`src/rtl/phy_rx_deserializer.sv`:
```
// Receive-side deserializer: hunts for COM byte alignment, locks after a run of
// consecutive COMs, then deals payload bytes round-robin over four 8-bit lanes.
module phy_rx_deserializer #(
    parameter logic [7:0]  COM_BYTE   = 8'hBC,
    parameter int unsigned LOCK_COUNT = 4
) (
    input  logic       clk_32f,
    input  logic       reset,
    input  logic       data_in_serial,
    output logic [7:0] data_out0,
    output logic [7:0] data_out1,
    output logic [7:0] data_out2,
    output logic [7:0] data_out3,
    output logic       valid_out0,
    output logic       valid_out1,
    output logic       valid_out2,
    output logic       valid_out3,
    output logic       idle_out,
    output logic       active
);

    typedef enum logic [1:0] {
        HUNT   = 2'd0,
        ALIGN  = 2'd1,
        ACTIVE = 2'd2
    } state_t;

    localparam logic [3:0] LOCK_N = 4'(LOCK_COUNT);

    state_t     state_q, state_d;
    logic [7:0] sr_q;
    logic [7:0] sr_next;
    logic [2:0] bit_cnt_q, bit_cnt_d;
    logic [3:0] com_cnt_q, com_cnt_d;
    logic [1:0] lane_ptr_q, lane_ptr_d;
    logic [7:0] lane_q [4];
    logic [7:0] lane_d [4];
    logic [3:0] valid_q, valid_d;
    logic       idle_q, idle_d;
    logic       active_q, active_d;
    logic       is_com;

    assign sr_next = {sr_q[6:0], data_in_serial};
    assign is_com  = (sr_next == COM_BYTE);

    always_comb begin
        state_d    = state_q;
        bit_cnt_d  = bit_cnt_q + 3'd1;
        com_cnt_d  = com_cnt_q;
        lane_ptr_d = lane_ptr_q;
        lane_d     = lane_q;
        valid_d    = '0;
        idle_d     = 1'b0;
        active_d   = active_q;

        case (state_q)
            HUNT: begin
                // Bit-level search: any edge whose window equals COM becomes a byte boundary.
                bit_cnt_d = '0;
                if (is_com) begin
                    com_cnt_d = 4'd1;
                    if (LOCK_N == 4'd1) begin
                        state_d  = ACTIVE;
                        active_d = 1'b1;
                    end else begin
                        state_d = ALIGN;
                    end
                end
            end
            ALIGN: begin
                if (bit_cnt_q == 3'd7) begin
                    if (is_com) begin
                        com_cnt_d = com_cnt_q + 4'd1;
                        if (com_cnt_q + 4'd1 == LOCK_N) begin
                            state_d  = ACTIVE;
                            active_d = 1'b1;
                        end
                    end else begin
                        com_cnt_d = '0;
                        state_d   = HUNT;
                    end
                end
            end
            ACTIVE: begin
                // COMs while locked are idles; they never consume a lane slot.
                if (bit_cnt_q == 3'd7) begin
                    if (is_com) begin
                        idle_d = 1'b1;
                    end else begin
                        lane_d[lane_ptr_q]  = sr_next;
                        valid_d[lane_ptr_q] = 1'b1;
                        lane_ptr_d          = lane_ptr_q + 2'd1;
                    end
                end
            end
            default: begin
                state_d = HUNT;
            end
        endcase
    end

    always_ff @(posedge clk_32f or posedge reset) begin
        if (reset) begin
            state_q    <= HUNT;
            sr_q       <= '0;
            bit_cnt_q  <= '0;
            com_cnt_q  <= '0;
            lane_ptr_q <= '0;
            lane_q     <= '{default: 8'h00};
            valid_q    <= '0;
            idle_q     <= 1'b0;
            active_q   <= 1'b0;
        end else begin
            state_q    <= state_d;
            sr_q       <= sr_next;
            bit_cnt_q  <= bit_cnt_d;
            com_cnt_q  <= com_cnt_d;
            lane_ptr_q <= lane_ptr_d;
            lane_q     <= lane_d;
            valid_q    <= valid_d;
            idle_q     <= idle_d;
            active_q   <= active_d;
        end
    end

    assign data_out0  = lane_q[0];
    assign data_out1  = lane_q[1];
    assign data_out2  = lane_q[2];
    assign data_out3  = lane_q[3];
    assign valid_out0 = valid_q[0];
    assign valid_out1 = valid_q[1];
    assign valid_out2 = valid_q[2];
    assign valid_out3 = valid_q[3];
    assign idle_out   = idle_q;
    assign active     = active_q;

endmodule

```
`config.mk`:
```
export PLATFORM = sky130hd
export DESIGN_NAME = phy_rx_deserializer
export DESIGN_NICKNAME = d
export VERILOG_FILES = /design/src/rtl/phy_rx_deserializer.sv
export SDC_FILE = /design/constraint.sdc
export NUM_CORES = 1
export LEC_CHECK = 0
export CAP_MARGIN = 10
export CELL_PAD_IN_SITES_DETAIL_PLACEMENT = 0
export CELL_PAD_IN_SITES_GLOBAL_PLACEMENT = 1
export CORE_MARGIN = 1.5
export CORE_UTILIZATION = 45
export CTS_CLUSTER_SIZE = 24
export DETAILED_ROUTE_END_ITERATION = 16
export GPL_TIMING_DRIVEN = 0
export PLACE_DENSITY = 0.94
export SLEW_MARGIN = 5
export SYNTH_ARGS = -nofsm -noshare
export SYNTH_HDL_FRONTEND = slang
export SYNTH_SLANG_ARGS = --single-unit
```
`constraint.sdc`:
```
create_clock -name clk_32f -period 2.6 [get_ports clk_32f]
set_input_delay 0.39 -clock clk_32f [delete_from_list [all_inputs] [get_ports clk_32f]]
set_output_delay 0.39 -clock clk_32f [all_outputs]
set_load 0.02 [all_outputs]
```
Figure 1. The metal 1 layer.
Supply wires on this layer in grey.
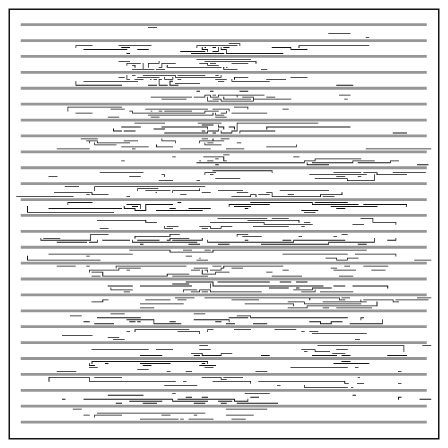
nets with wire on the layer: 182
share of all routed wire: 48%
main direction: horizontal
longest straight run: 26.2 µm
wire length on this layer: 1900 µm

Figure 2. M2 wires.
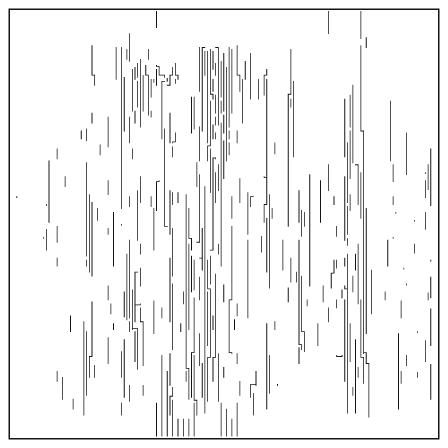
nets with wire on the layer: 186
share of all routed wire: 45%
longest straight run: 38.8 µm

Figure 3. M3 wires.
Scale bar: 20 µm.
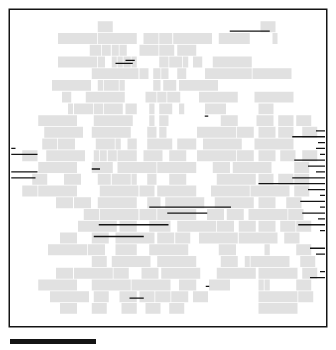
main direction: horizontal
share of all routed wire: 4.3%

==> results.yml <==
# yosys + openroad results
grt:
  track_usage_pct: 16.89
  grt_start_max_net_pins: 41
  grt.busiest_layer: "met2"
  use_met3_pct: 3.729
  antenna_found_initial: 0
  overflow: 0
final_layout:
  layout_top_cells: "56 x dfrtp_1, 40 x clkdlybuf4s50_1, 30 x mux2_2"
  nClkBuffers: 5
  comb_cells: 86
  clock_cell_area_share_pct: 4.518
  antenna_cells: 0
  seq_share_pct: 49.12
  comb_area_um2: 775.7
  layout_top_cell: "dfrtp_1"
  instances_no_fill: 268
  final_cell_area_um2: 2853
  buffer_area_share_pct: 14.91
synthesis:
  synth_nets: 164
  syn_area_per_cell_um2: 14.51
  synthAoiAreaFrac_pct: 6.652
  synth_top_cell_by_count: "dfrtp_1"
  async_reset_ff_share_pct: 100.0
  yosysTopAreaCell: "dfrtp_1"
  ys_cells: 153
  netlist_instances: 153
  synth-xor-area-share_pct: 0.3946
  top_cell_area_share_pct: 63.13
  yosys_warnings: 0
  synthesis.area_um2: 2220
  adder_share_pct: 4.510
  ff_type: "dfrtp_1"
setup_path:
  cp_data_arrival_time_ps: 2190
  path_depth: 5
  criticalPathCategory: "primary input to flop"
  worstReg2RegStart: "bit_cnt_q[0]"
  critical_path.endpoint_type: "flop"
  reg2reg_to: "data_out3[7]"
  reg2reg_depth: 6
status:
  status: "finished, final reports clean"
power_and_ir_drop:
  pg_seq_uw: 948
  power_frac_clock_pct: 35.7
  top_power_group: "registers"
  vdd_ir_drop_max_v: 0.0003677
  p_sw_share_pct: 21.78
  p_sw_uw: 389.6
  powerDensity_nw_per_um2: 627.1
  p_leak_uw: 0.001274
  total_power_uw: 1789
  power_frac_comb_pct: 11.3
drt:
  routed_wl_mm: 3.968
  wl_met3_um: 171
  routedWlPerCell_um: 14.81
timing:
  relSlewSlack_pct: 71.06
  fmax_mhz: 500.8
  post-route-period-util_pct: 76.80
  fin_crit_ps: 1997
  setup_tns_ps: 0
floorplan:
  io_pins: 41
  tap_cells: 67
job:
  maxCapViolCount: 0
clocking:
  numCtsBuffers: 5
  cts_resized: 0
  hold_buffers: 0
  cts_tree: "built"
placed_design:
  dp_cells: 261
  place_congestion: 0.7838
  pre_cts_slack_ps: 273.0
  dpl_cell_area_um2: 2724
hold_path:
  hp-class: "primary input to asynchronous set/reset pin"
Figure 4. Clock routing.
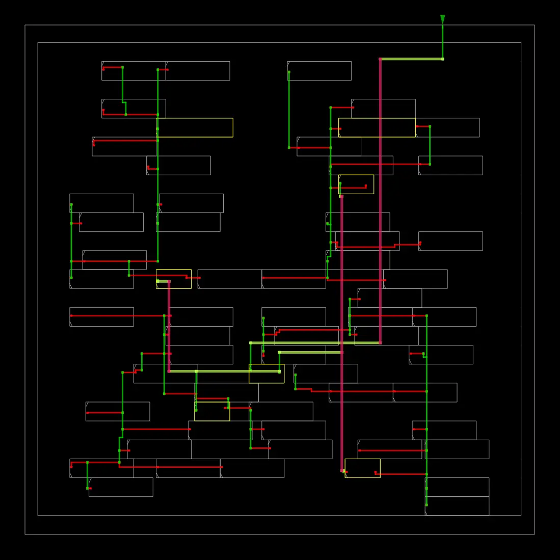
Post-Route Skew: 6.664 ps
clk sinks: 56
FF+latch count: 56
Skew-Pair Late Insertion Delay: 300 ps

Figure 5. Gate-type map.
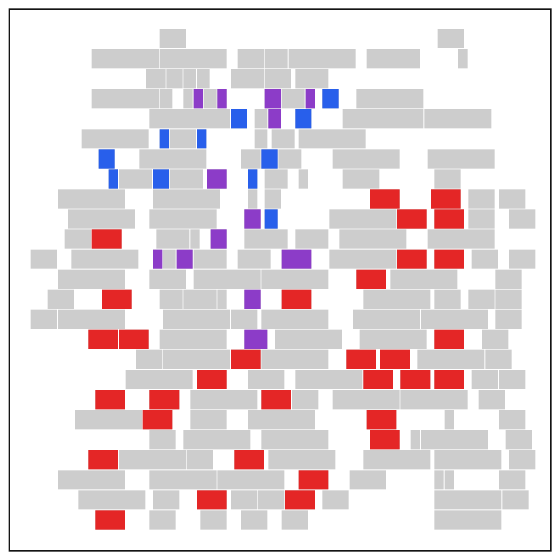
[red] mux cells | cells: 32
[purple] nand cells | cells: 13
[blue] nor cells | cells: 11

